--- config.mk ---
export PLATFORM = sky130hd
export DESIGN_NAME = serial_pattern_detector
export DESIGN_NICKNAME = d
export VERILOG_FILES = /design/src/rtl/serial_rx_pkg.sv /design/src/rtl/serial_deser.sv /design/src/rtl/serial_pattern_detector.sv
export SDC_FILE = /design/constraint.sdc
export NUM_CORES = 1
export LEC_CHECK = 0
export CELL_PAD_IN_SITES_DETAIL_PLACEMENT = 0
export CELL_PAD_IN_SITES_GLOBAL_PLACEMENT = 1
export CORE_MARGIN = 4
export CORE_UTILIZATION = 37
export DETAILED_ROUTE_END_ITERATION = 10
export MAX_ROUTING_LAYER = met4
export PLACE_DENSITY = 0.8
export SYNTH_ARGS = -nofsm -noshare
export SYNTH_HDL_FRONTEND = slang
export SYNTH_SLANG_ARGS = --single-unit
export TNS_END_PERCENT = 5
--- constraint.sdc ---
create_clock -name clk -period 1.6 [get_ports clk]
set_input_delay 0.4 -clock clk [delete_from_list [all_inputs] [get_ports clk]]
set_output_delay 0.4 -clock clk [all_outputs]
set_load 0.02 [all_outputs]
--- src/rtl/serial_rx_pkg.sv ---
// Shared types and constants for the serial receive path: detector state
// encoding and the bit pattern the detector looks for.
package serial_rx_pkg;

  typedef enum logic [1:0] {
    IDLE   = 2'd0,
    GOT1   = 2'd1,
    GOT10  = 2'd2,
    GOT101 = 2'd3
  } det_state_t;

  // First-received bit is PATTERN[3].
  localparam logic [3:0] PATTERN = 4'b1011;

endpackage : serial_rx_pkg

--- src/rtl/serial_deser.sv ---
// MSB-first deserializer: collects WORD_W qualified bits and presents each
// completed word with a one-cycle valid pulse.
module serial_deser #(
  parameter int WORD_W = 8
) (
  input  logic              clk,
  input  logic              reset,
  input  logic              x_in,
  input  logic              x_valid,
  output logic [WORD_W-1:0] word_out,
  output logic              word_valid
);

  localparam int CW = $clog2(WORD_W);
  localparam logic [CW-1:0] LAST_IDX = CW'(WORD_W - 1);

  // Only WORD_W-1 bits need storing; the final bit of a word goes straight
  // from x_in into word_out.
  logic [WORD_W-2:0] shift_q, shift_d;
  logic [CW-1:0]     bit_cnt_q, bit_cnt_d;
  logic [WORD_W-1:0] word_q, word_d;
  logic              word_valid_q, word_valid_d;

  always_comb begin
    shift_d      = shift_q;
    bit_cnt_d    = bit_cnt_q;
    word_d       = word_q;
    word_valid_d = 1'b0;
    if (x_valid) begin
      shift_d = {shift_q[WORD_W-3:0], x_in};
      if (bit_cnt_q == LAST_IDX) begin
        bit_cnt_d    = '0;
        word_d       = {shift_q, x_in};
        word_valid_d = 1'b1;
      end else begin
        bit_cnt_d = bit_cnt_q + 1'b1;
      end
    end
  end

  always_ff @(posedge clk) begin
    if (reset) begin
      shift_q      <= '0;
      bit_cnt_q    <= '0;
      word_q       <= '0;
      word_valid_q <= 1'b0;
    end else begin
      shift_q      <= shift_d;
      bit_cnt_q    <= bit_cnt_d;
      word_q       <= word_d;
      word_valid_q <= word_valid_d;
    end
  end

  assign word_out   = word_q;
  assign word_valid = word_valid_q;

endmodule : serial_deser

--- src/rtl/serial_pattern_detector.sv ---
// Serial receiver: overlapping 1011 detector (Moore FSM) with a saturating
// match counter, plus a word deserializer running on the same bit stream.
module serial_pattern_detector
  import serial_rx_pkg::*;
#(
  parameter int CNT_W  = 8,
  parameter int WORD_W = 8
) (
  input  logic              clk,
  input  logic              reset,
  input  logic              x_in,
  input  logic              x_valid,
  input  logic              clear_cnt,
  output logic              match,
  output logic [CNT_W-1:0]  match_count,
  output logic [WORD_W-1:0] word_out,
  output logic              word_valid,
  output logic [1:0]        state_dbg
);

  localparam logic [CNT_W-1:0] CNT_MAX = {CNT_W{1'b1}};

  det_state_t       state_q, state_d;
  logic             match_q, match_d;
  logic [CNT_W-1:0] count_q, count_d;

  always_comb begin
    state_d = state_q;
    match_d = 1'b0;
    if (x_valid) begin
      unique case (state_q)
        IDLE:   state_d = (x_in == PATTERN[3]) ? GOT1 : IDLE;
        GOT1:   state_d = (x_in == PATTERN[2]) ? GOT10 : GOT1;
        GOT10:  state_d = (x_in == PATTERN[1]) ? GOT101 : IDLE;
        GOT101: begin
          // Overlap: a completed 1011 already ends in "1"; a miss leaves "10".
          if (x_in == PATTERN[0]) begin
            state_d = GOT1;
            match_d = 1'b1;
          end else begin
            state_d = GOT10;
          end
        end
        default: state_d = IDLE;
      endcase
    end
  end

  // Clear beats a coincident match; the match pulse itself is unaffected.
  always_comb begin
    count_d = count_q;
    if (clear_cnt) begin
      count_d = '0;
    end else if (match_d && (count_q != CNT_MAX)) begin
      count_d = count_q + 1'b1;
    end
  end

  always_ff @(posedge clk) begin
    if (reset) begin
      state_q <= IDLE;
      match_q <= 1'b0;
      count_q <= '0;
    end else begin
      state_q <= state_d;
      match_q <= match_d;
      count_q <= count_d;
    end
  end

  serial_deser #(
    .WORD_W(WORD_W)
  ) u_deser (
    .clk       (clk),
    .reset     (reset),
    .x_in      (x_in),
    .x_valid   (x_valid),
    .word_out  (word_out),
    .word_valid(word_valid)
  );

  assign match       = match_q;
  assign match_count = count_q;
  assign state_dbg   = state_q;

endmodule : serial_pattern_detector

Run 1, supply network:
Pins as bars on the die edge. Tap cells in grey.
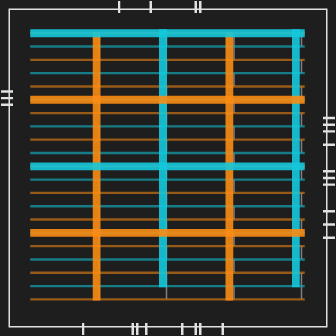
orange -> VSS
cyan -> VDD
met1 rails = 21
met5 straps = 4
rows = 20
met4 straps = 4

Run 1, routed metal, one colour a layer:
The bar under the picture is 20 um long.
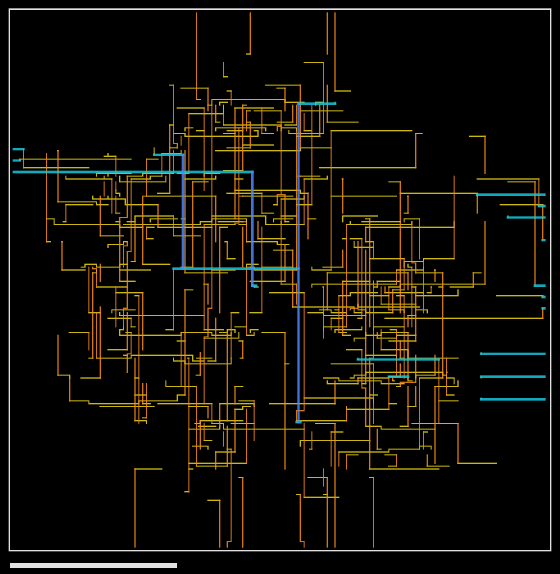
blue -> M4  # wire length 65.3 um
cyan -> M3  # wire length 103 um
yellow -> M1  # wire length 1,050 um
orange -> M2  # wire length 1,170 um
drt total wl: 2390 um
Routed WL per cell: 11.6 um

==> impl_metrics.toml, run 1 <==
# yosys + openroad results
[finish]
nFlopsAndLatches = 30
layout.comb_gates.multi_input = 91
drive_above_1_share = 0.111
nonClkBufAreaFrac = 0.178
stdcell_count = 206

[power_and_ir_drop]
p_comb_frac = 0.052
power_uw = 1300
switching_share = 0.231
p_int_uw = 999

[grt]
grt.overflow.total = 0
grt_pass1_wl_um = 4200

[clocking]
cts.htree.levels = 2
hold_buffers = 0

[floorplanning]
num_tap_cells = 44
die_h_um = 64.6

[routing]
met3_wirelength_um = 103

[run_status]
status = "finished, final reports clean"

[synth]
synthArstFlopShare = 0

[place]
portBuffers = 24

[critical_path]
critical-path-slowest-cell = "dfxtp_1"

[final_timing]
period_used_share = 0.943
rsz0062_at_grt = "false"
Run 1, routing congestion map:
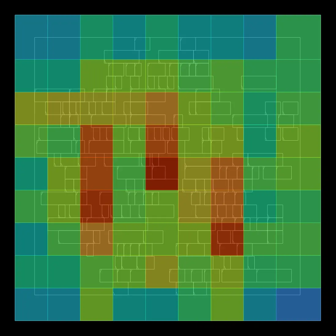
met3 Use GR: 0.0416
met2 Track Usage GR: 0.222
post-layout util: 0.507
All-Layer GR Usage: 0.135
grt peak-use layer: met2

Run 1, clock wires, drivers and flops:
The bar under the picture is 20 um long.
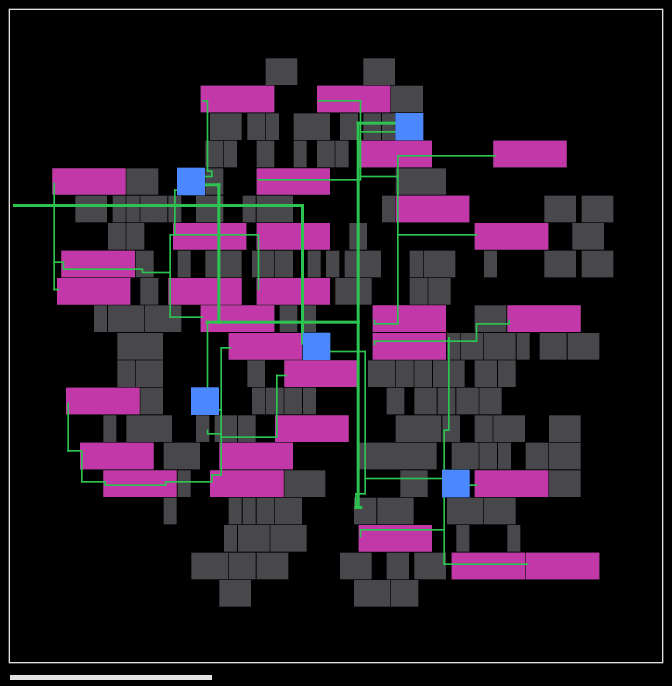
green -> clock wires  # length 400 um
blue -> clock-net drivers  # count 5
magenta -> flip-flops  # count 30
routed clock nets = 6

==> run 2, diff against run 1 <==
--- a/config.mk
+++ b/config.mk
@@ -10,6 +10,7 @@
 export CORE_MARGIN = 4
 export CORE_UTILIZATION = 37
 export DETAILED_ROUTE_END_ITERATION = 10
+export GPL_TIMING_DRIVEN = 0
 export MAX_ROUTING_LAYER = met4
 export PLACE_DENSITY = 0.8
 export SYNTH_ARGS = -nofsm -noshare
Run 2, routing congestion map:
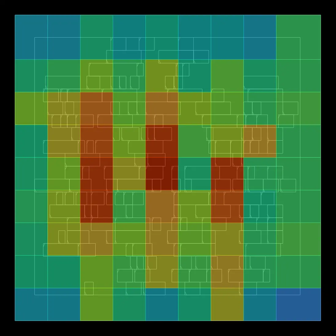
All-Layer GR Usage: 0.136
grt met1 use: 0.132
post-layout util: 0.504

Run 2, supply network:
Pins as bars on the die edge. Tap cells in grey.
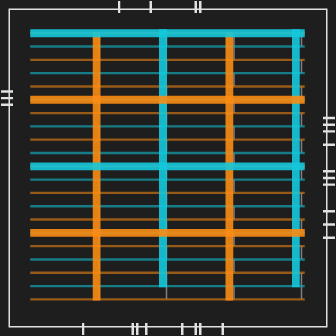
VDD IR max: 0.502 mV
core area: 3050 um2

==> impl_metrics.toml, run 2 <==
# yosys + openroad results
[run_status]
status = "finished, final reports clean"

[critical_path]
crit_path_end_kind = "output pin"
arrival_ps = 1110
critical-path-slowest-cell = "dfxtp_1"
path_class = "register to output pin"
cp_num_cells = 1

[final_timing]
fin_crit_ps = 1510
timing.setup.tns_ps = 0
period_used_share = 0.944
rsz0062_at_grt = "true"

[synth]
synthArstFlopShare = 0
edf_count = 0
topCombFamilyByArea = "simple AND/OR/NAND/NOR gates"

[grt]
use_met2 = 0.236
grt-busiest-layer = "met2"
grt_pass1_wl_um = 4240
grt.overflow.total = 0
antenna_found_initial = 0
met3_usage = 0.0399

[clocking]
hold_buffers = 0
cts.htree.levels = 2
cts_tree = "yes"
cts_setup_buffers = 0
insertion_delay_ps = 330

[finish]
sh_comb_area = 0.361
layout.comb_gates.multi_input = 91
nonClkBufAreaFrac = 0.159
drive_above_1_share = 0.0932
nFlopsAndLatches = 30
stdcell_count = 205

[power_and_ir_drop]
power_uw = 1380
switching_share = 0.213
p_comb_frac = 0.047

[routing]
wire_per_inst_um = 11.3
first_iter_violations = 21
met3_wirelength_um = 115
wl_um = 2310

[place]
place_area_um2 = 1470
portBuffers = 23

[floorplanning]
die_h_um = 64.6
num_tap_cells = 44
==> run 3, diff against run 2 <==
--- a/config.mk
+++ b/config.mk
@@ -5,15 +5,14 @@
 export SDC_FILE = /design/constraint.sdc
 export NUM_CORES = 1
 export LEC_CHECK = 0
-export CELL_PAD_IN_SITES_DETAIL_PLACEMENT = 0
-export CELL_PAD_IN_SITES_GLOBAL_PLACEMENT = 1
 export CORE_MARGIN = 4
-export CORE_UTILIZATION = 37
+export CORE_UTILIZATION = 50
 export DETAILED_ROUTE_END_ITERATION = 10
 export GPL_TIMING_DRIVEN = 0
 export MAX_ROUTING_LAYER = met4
-export PLACE_DENSITY = 0.8
+export PLACE_DENSITY = 0.77
 export SYNTH_ARGS = -nofsm -noshare
 export SYNTH_HDL_FRONTEND = slang
+export SYNTH_HIERARCHICAL = 1
 export SYNTH_SLANG_ARGS = --single-unit
 export TNS_END_PERCENT = 5
Run 3, routing congestion map:
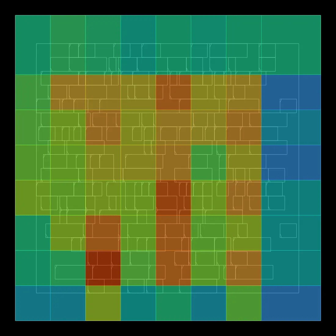
All-Layer GR Usage: 0.177
met2 Track Usage GR: 0.276
met3 Use GR: 0.0518
Routed WL per cell: 13.5 um

Run 3, supply network:
Pins as bars on the die edge. Tap cells in grey.
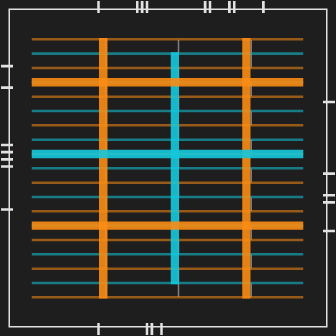
orange -> VSS
cyan -> VDD
tap cells = 30
signal pins = 25
rows = 18
met1 rails = 19

==> impl_metrics.toml, run 3 <==
# yosys + openroad results
[run_status]
status = "finished, final reports clean"

[clocking]
insertion_delay_ps = 330
hold_buffers = 0
cts.htree.levels = 2
cts_setup_buffers = 0
cts_tree = "yes"

[place]
portBuffers = 24
place_area_um2 = 1630

[floorplanning]
core_um2 = 2520
num_tap_cells = 30
die_h_um = 60.0

[grt]
grt.overflow.total = 0
antenna_found_initial = 0
grt_pass1_wl_um = 4670

[routing]
first_iter_violations = 29
met3_wirelength_um = 128
wl_um = 2660

[final_timing]
rsz0062_at_grt = "false"
fin_crit_ps = 1550

[power_and_ir_drop]
switching_share = 0.221
power_uw = 1440
peakVddDrop_mv = 1.02
p_comb_frac = 0.056

[finish]
drive_above_1_share = 0.192
nonClkBufAreaFrac = 0.169
layout.comb_gates.multi_input = 94
sh_comb_area = 0.401

[critical_path]
critical-path-slowest-cell = "dfxtp_1"
cp_num_cells = 1
path_class = "register to output pin"
crit_path_end_kind = "output pin"

[synth]
synthArstFlopShare = 0

[job]
log.warning_count = 27

==> screenshots <==
Placed cells, one colour a class.
picture 1
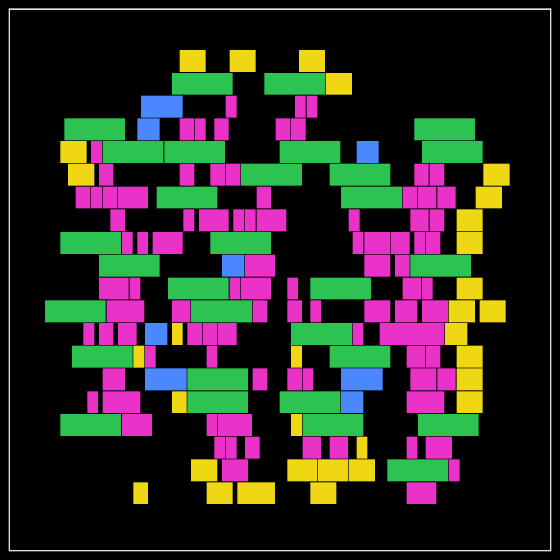
picture 2
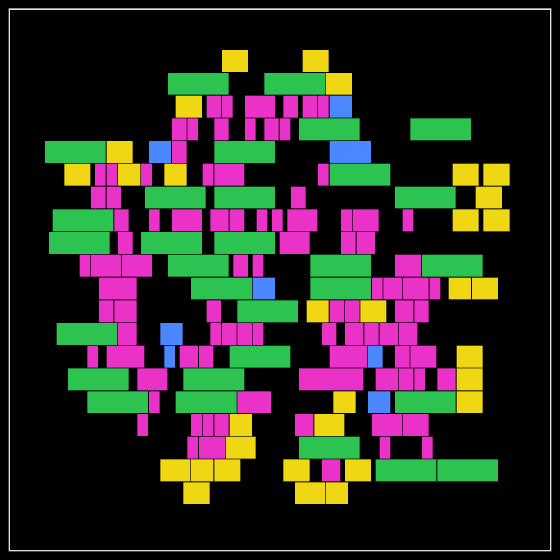
picture 3
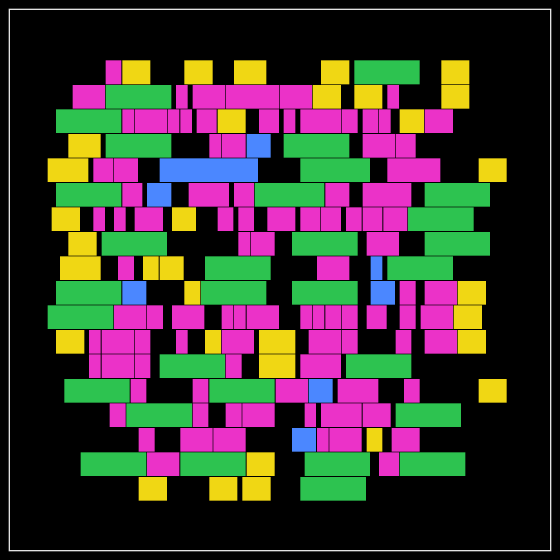
| from | picture |
|---|---|
| run 2 | picture 1 |
| run 1 | picture 2 |
| run 3 | picture 3 |

Key to picture 1:
yellow -> remaining buffers and delay cells  # cells 31, share of their area 16%
magenta -> remaining logic cells  # cells 92, share of their area 38%
green -> registers  # cells 30, share of their area 41%
blue -> clock drivers and dummy loads  # cells 8, share of their area 5.3%

